<file path="src/rtl/musicbox_button_conditioner.sv">
// Button conditioner for the MusicBox panel: per-channel 2-flop sync, polarity normalise, debounce, edge pulses.
// Optional long-press pulse on button_held, enabled by defining BUTTON_HOLD_DETECT_EN.
module musicbox_button_conditioner #(
  parameter int unsigned                    NUM_CHANNELS    = 10,
  parameter int unsigned                    DEBOUNCE_CYCLES = 500000,
  parameter logic [NUM_CHANNELS-1:0]        ACTIVE_LOW_MASK = {NUM_CHANNELS{1'b1}},
  parameter int unsigned                    HOLD_CYCLES     = 50000000
) (
  input  logic                    clock_50Mhz,
  input  logic                    reset,
  input  logic [NUM_CHANNELS-1:0] gpio_buttons_raw,
  output logic [NUM_CHANNELS-1:0] button_state,
  output logic [NUM_CHANNELS-1:0] button_pressed,
  output logic [NUM_CHANNELS-1:0] button_released,
  output logic [NUM_CHANNELS-1:0] button_held,
  output logic                    any_pressed
);

  localparam int unsigned     DB_W    = $clog2(DEBOUNCE_CYCLES);
  localparam logic [DB_W-1:0] DB_LAST = DB_W'(DEBOUNCE_CYCLES - 1);

  if (DEBOUNCE_CYCLES < 2 || HOLD_CYCLES < 2) begin : g_bad_params
    $error("DEBOUNCE_CYCLES and HOLD_CYCLES must both be >= 2");
  end

  logic [NUM_CHANNELS-1:0] sync1_q, sync2_q;
  logic [NUM_CHANNELS-1:0] state_q, state_d;
  logic [NUM_CHANNELS-1:0] prev_q;
  logic [NUM_CHANNELS-1:0] pressed_q, released_q;
  logic                    any_pressed_q;
  logic [NUM_CHANNELS-1:0] norm;
  logic [DB_W-1:0]         db_cnt_q [NUM_CHANNELS];
  logic [DB_W-1:0]         db_cnt_d [NUM_CHANNELS];

  assign norm = sync2_q ^ ACTIVE_LOW_MASK;

  // Debounce: any sample matching the current state restarts the stability count
  always_comb begin
    state_d = state_q;
    for (int i = 0; i < int'(NUM_CHANNELS); i++) begin
      db_cnt_d[i] = '0;
      if (norm[i] != state_q[i]) begin
        if (db_cnt_q[i] == DB_LAST) begin
          state_d[i] = ~state_q[i];
        end else begin
          db_cnt_d[i] = db_cnt_q[i] + DB_W'(1);
        end
      end
    end
  end

  // Sync flops reset to the idle pin level so reset release never looks like a press
  always_ff @(posedge clock_50Mhz) begin
    if (reset) begin
      sync1_q       <= ACTIVE_LOW_MASK;
      sync2_q       <= ACTIVE_LOW_MASK;
      state_q       <= '0;
      prev_q        <= '0;
      pressed_q     <= '0;
      released_q    <= '0;
      any_pressed_q <= 1'b0;
      for (int i = 0; i < int'(NUM_CHANNELS); i++) begin
        db_cnt_q[i] <= '0;
      end
    end else begin
      sync1_q       <= gpio_buttons_raw;
      sync2_q       <= sync1_q;
      state_q       <= state_d;
      prev_q        <= state_q;
      pressed_q     <= state_q & ~prev_q;
      released_q    <= ~state_q & prev_q;
      any_pressed_q <= |state_q;
      for (int i = 0; i < int'(NUM_CHANNELS); i++) begin
        db_cnt_q[i] <= db_cnt_d[i];
      end
    end
  end

  assign button_state    = state_q;
  assign button_pressed  = pressed_q;
  assign button_released = released_q;
  assign any_pressed     = any_pressed_q;

`ifdef BUTTON_HOLD_DETECT_EN
  localparam int unsigned       HOLD_W    = $clog2(HOLD_CYCLES);
  localparam logic [HOLD_W-1:0] HOLD_LAST = HOLD_W'(HOLD_CYCLES - 1);

  logic [HOLD_W-1:0]       hold_cnt_q [NUM_CHANNELS];
  logic [HOLD_W-1:0]       hold_cnt_d [NUM_CHANNELS];
  logic [NUM_CHANNELS-1:0] hold_done_q, hold_done_d;
  logic [NUM_CHANNELS-1:0] held_q, held_d;

  // Counter parks at the threshold; done flag blocks repeats until release
  always_comb begin
    held_d      = '0;
    hold_done_d = hold_done_q;
    for (int i = 0; i < int'(NUM_CHANNELS); i++) begin
      hold_cnt_d[i] = hold_cnt_q[i];
      if (!state_q[i]) begin
        hold_cnt_d[i]  = '0;
        hold_done_d[i] = 1'b0;
      end else if (hold_cnt_q[i] != HOLD_LAST) begin
        hold_cnt_d[i] = hold_cnt_q[i] + HOLD_W'(1);
      end else if (!hold_done_q[i]) begin
        held_d[i]      = 1'b1;
        hold_done_d[i] = 1'b1;
      end
    end
  end

  always_ff @(posedge clock_50Mhz) begin
    if (reset) begin
      hold_done_q <= '0;
      held_q      <= '0;
      for (int i = 0; i < int'(NUM_CHANNELS); i++) begin
        hold_cnt_q[i] <= '0;
      end
    end else begin
      hold_done_q <= hold_done_d;
      held_q      <= held_d;
      for (int i = 0; i < int'(NUM_CHANNELS); i++) begin
        hold_cnt_q[i] <= hold_cnt_d[i];
      end
    end
  end

  assign button_held = held_q;
`else
  assign button_held = '0;
`endif

endmodule

</file>
<file path="config.mk">
export PLATFORM = sky130hd
export DESIGN_NAME = musicbox_button_conditioner
export DESIGN_NICKNAME = d
export VERILOG_FILES = /design/src/rtl/musicbox_button_conditioner.sv
export SDC_FILE = /design/constraint.sdc
export NUM_CORES = 1
export LEC_CHECK = 0
export CORE_AREA = 2 2 148 150
export DETAILED_ROUTE_END_ITERATION = 12
export DIE_AREA = 0 0 150 152
export PLACE_DENSITY = 0.74
export SLEW_MARGIN = 10
export SYNTH_ARGS = -nofsm -noshare
export SYNTH_HDL_FRONTEND = slang
export SYNTH_SLANG_ARGS = --single-unit
</file>
<file path="constraint.sdc">
create_clock -name clock_50Mhz -period 5.77 [get_ports clock_50Mhz]
set_clock_uncertainty 0.05 [all_clocks]
set_input_delay 1.4425 -clock clock_50Mhz [delete_from_list [all_inputs] [get_ports clock_50Mhz]]
set_output_delay 1.4425 -clock clock_50Mhz [all_outputs]
set_load 0.1 [all_outputs]
</file>
**Cell outlines without signal wires**

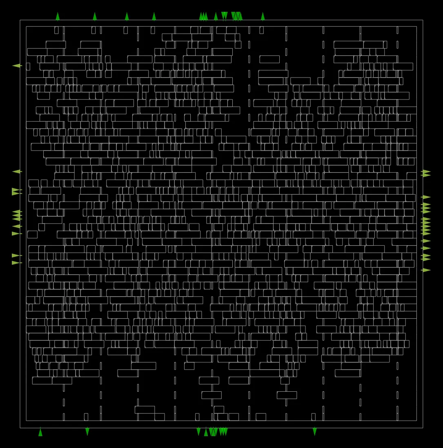
Tap Cells: 280
flip-flops: 251

**Nets reached from selected ports**

(3 px per um)
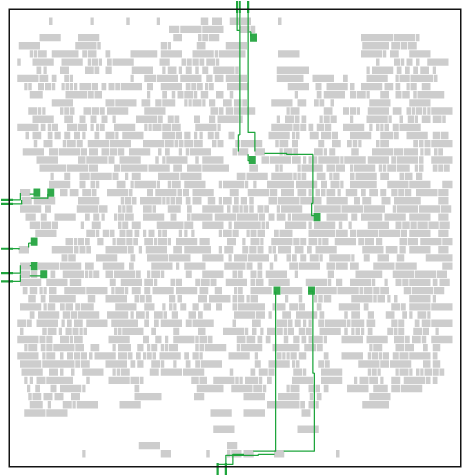
[green] gpio_buttons_raw | bits: 10 | direction: input | end cells: 10 | buffers: 10 | wire: 343 um

**Routed metal per tile**

(2 px per um) The die is cut into 30 by 30 equal tiles; dark blue is low, red is high, scaled to the fullest tile. Values are wire area over tile area, all layers added.
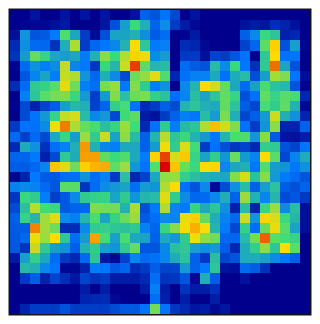
nearly empty tiles: 15%
mean over tiles: 0.14
densest ninth of the die: middle
emptiest ninth of the die: bottom right

==> impl_metrics.tcl <==
# flow metrics
set metrics [dict create \
    holdPathEnd "button_pressed[5]$_SDFF_PP0_" \
    antenna_found_initial 0 \
    design_area_um2 12000 \
    dieWidth_um 150 \
    postSynthSeqShare 0.481 \
    cp-end-kind "output pin" \
    synth.avg_cell_area_um2 8.98 \
    power.density_nw_per_um2 297 \
    worstPathRequired_ps 4280 \
    max_freq_mhz 267 \
    r2r-start "db_cnt_q[5][0]$_SDFF_PP0_" \
    ir_worst_vdd_mv 0.221 \
    path_max_fanout 6 \
    core_area_um2 21400 \
    inverters 34 \
    clock_latency_ps 520 \
    fin_setup_tns_ps 0 \
    clkbuf_count 37 \
    regArea_um2 5020 \
    cts_root_buffer "clkbuf_16" \
    slew_headroom 0.202 \
    viasPerCell 5.25 \
    edf_count 0 \
    synth_async_sr_flop_share 0 \
    slowest_delay_ps 1250 \
    mostFrequentLayoutCells "dfxtp_1 (251), nor2_1 (178), xnor2_1 (84)" \
    n_antenna_cell 0 \
    post-place-ws_ps 2360 \
    finalPower_uw 3560 \
    nNonClkBuffers 46 \
    io_pins 53 \
    yosysTopAreaCellShare 0.481 \
    drv_slew 0 \
    warnings 26 \
    crit_chain "clkdlybuf4s50_1" \
    nets 1229 \
    postCtsSetupBuffers 0 \
    critPathArrivalTime_ps 2260 \
    n_fill_cell 1948 \
    place_area_um2 11100 \
    drt-total-wl_mm 19.5 \
    route.detailed.drc 0 \
    h-tree-depth 1 \
    ys_seq_elements 251 \
    path_clk_slew_ps 60 \
    grt_usage 0.171 \
    syn_inst 1163 \
    critical_path_class "flip-flop to output pin" \
    postRouteAntennaNets 0 \
    hold_class "flip-flop to flip-flop" \
    largest_class "logic gates" \
    finalWorstSetupSlack_ps 2020 \
    lay_top_count "dfxtp_1" \
    wire_per_inst_um 13.0 \
    period_minus_slack_ps 3750 \
    logic_gate_count 847 \
    p_leak_uw 0.00361 \
    clkSinkCount 251 \
    ctsHoldBuffers 0 \
    die_y_um 152 \
    setup_violations 0 \
    outcome "finished, final reports clean" \
    first_pass_iters 5 \
    ff_type "dfxtp_1" \
    r2r_slack_ps 3290 \
    post-dp-hpwl_mm 13.4 \
    path_buffers 1 \
    area_growth_pct 14.6 \
    ys_types 45 \
    tightest_slew_ps 1190 \
    dieArea_um2 22800 \
    final-clk-cell-share 0.0748 \
    drt_iter0_drc 389 \
    worst_r2r_endpoint "db_cnt_q[5][14]$_SDFF_PP0_" \
    seq_share 0.420 \
    min-delay-start "prev_q[5]$_SDFF_PP0_" \
    ys_cells 1163 \
    ys_chip_area_um2 10400 \
    critPathTopFamily "buffers and inverters" \
    portBuffers 42 \
    place_congestion 0.801 \
    cts_tree "yes" \
    reg2reg_depth 5 \
    yosys-top-cells-area "dfxtp_1 (48%), xnor2_1 (7.0%), nor2_1 (6.4%), xor2_1 (4.6%), nand4_1 (3.3%)" \
    hold_viol 0 \
    num_rows 54 \
]
**Sequential cells colored by netlist name**

(4 px per um) Other sequential cells in the stronger gray, the rest of the logic in the fainter gray.
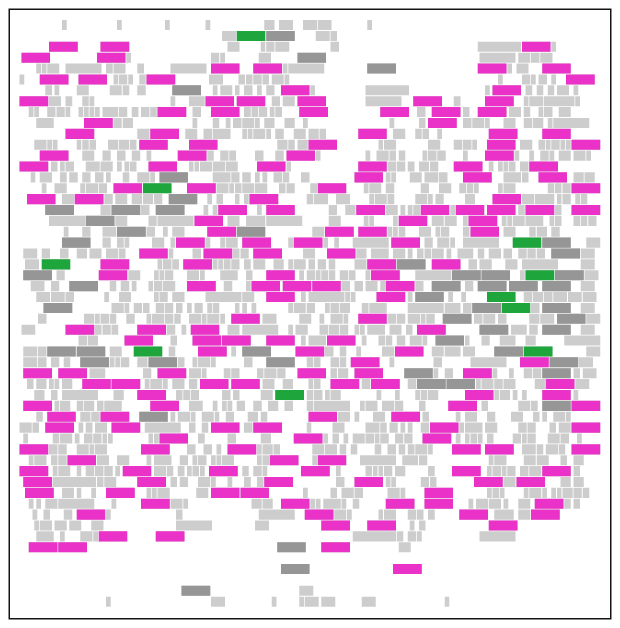
[green] prev_q | flops: 10
[magenta] db_cnt_q | flops: 190 | where: spread over the die
not colored: 51

**Metal layers overlaid**

(2 px per um) Only two layers are drawn.
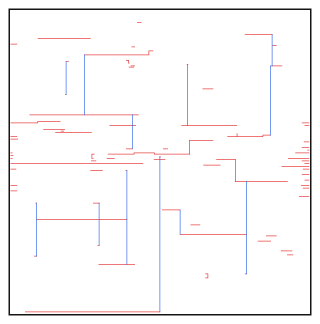
[red] metal 3 | wire length: 760 um
[blue] metal 4 | wire length: 393 um

## metal layers
metal  track usage  wire (um)  vias to the layer above
li1              -          -                     4122
met1         0.228       9050                     3630
met2         0.284       9340                      113
met3        0.0303        759                       30
met4        0.0463        393                        0
met5             0          0                        -
## per-stage QoR
step,utilization,hold slack (ps),std cells
2_1_floorplan,-,333,1172
3_3_place_gp,0.519,338,1458
3_5_place_dp,0.519,342,1458
4_1_cts,0.561,351,1505
5_1_grt,0.561,365,1505
6_report,0.561,353,1505
## power breakdown
| group | switching (uW) | internal (uW) |
|---|---|---|
| combinational | 50.1 | 16.4 |
| sequential | 4.99 | 1740 |
| clock | 669 | 1070 |
| total | 724 | 2830 |
## Yosys cell counts, types with 23 or more instances
master,n
dfxtp_1,251
nor2_1,178
xnor2_1,84
nand2_1,60
nand3_1,60
nand4_1,55
xor2_1,55
a21oi_1,43
nor4_1,36
inv_1,34
nor3_1,33
or3_1,29
or2_2,27
nor2b_1,23
o21ai_0,23
## worst max-delay path by stage
stage                                 end  slack (ps)  cells after the start
2_1_floorplan  db_cnt_q[3][10]$_SDFF_PP0_        2910                      6
3_3_place_gp   db_cnt_q[0][12]$_SDFF_PP0_        2420                      5
3_5_place_dp   db_cnt_q[0][14]$_SDFF_PP0_        2360                      5
4_1_cts                   button_state[4]        1970                      1
5_1_grt                   button_state[4]        1940                      1
6_report                  button_state[4]        2020                      1
## state kept, by name (all words and copies together), names as in the netlist
register,flops
button_pressed,10
button_state,10
prev_q,10
db_cnt_q,190
button_released,10
sync2_q,10
sync1_q,10
any_pressed,1
## cells by family after synthesis
family / synth area share
flops: 0.481
compound gates: 0.0576
buf+inv: 0.0315
xor+xnor: 0.117
other cells: 0.000359
simple gates: 0.295
mux: 0.00647
fa+ha+maj: 0.0120
Power and IR drop assume default switching activity.
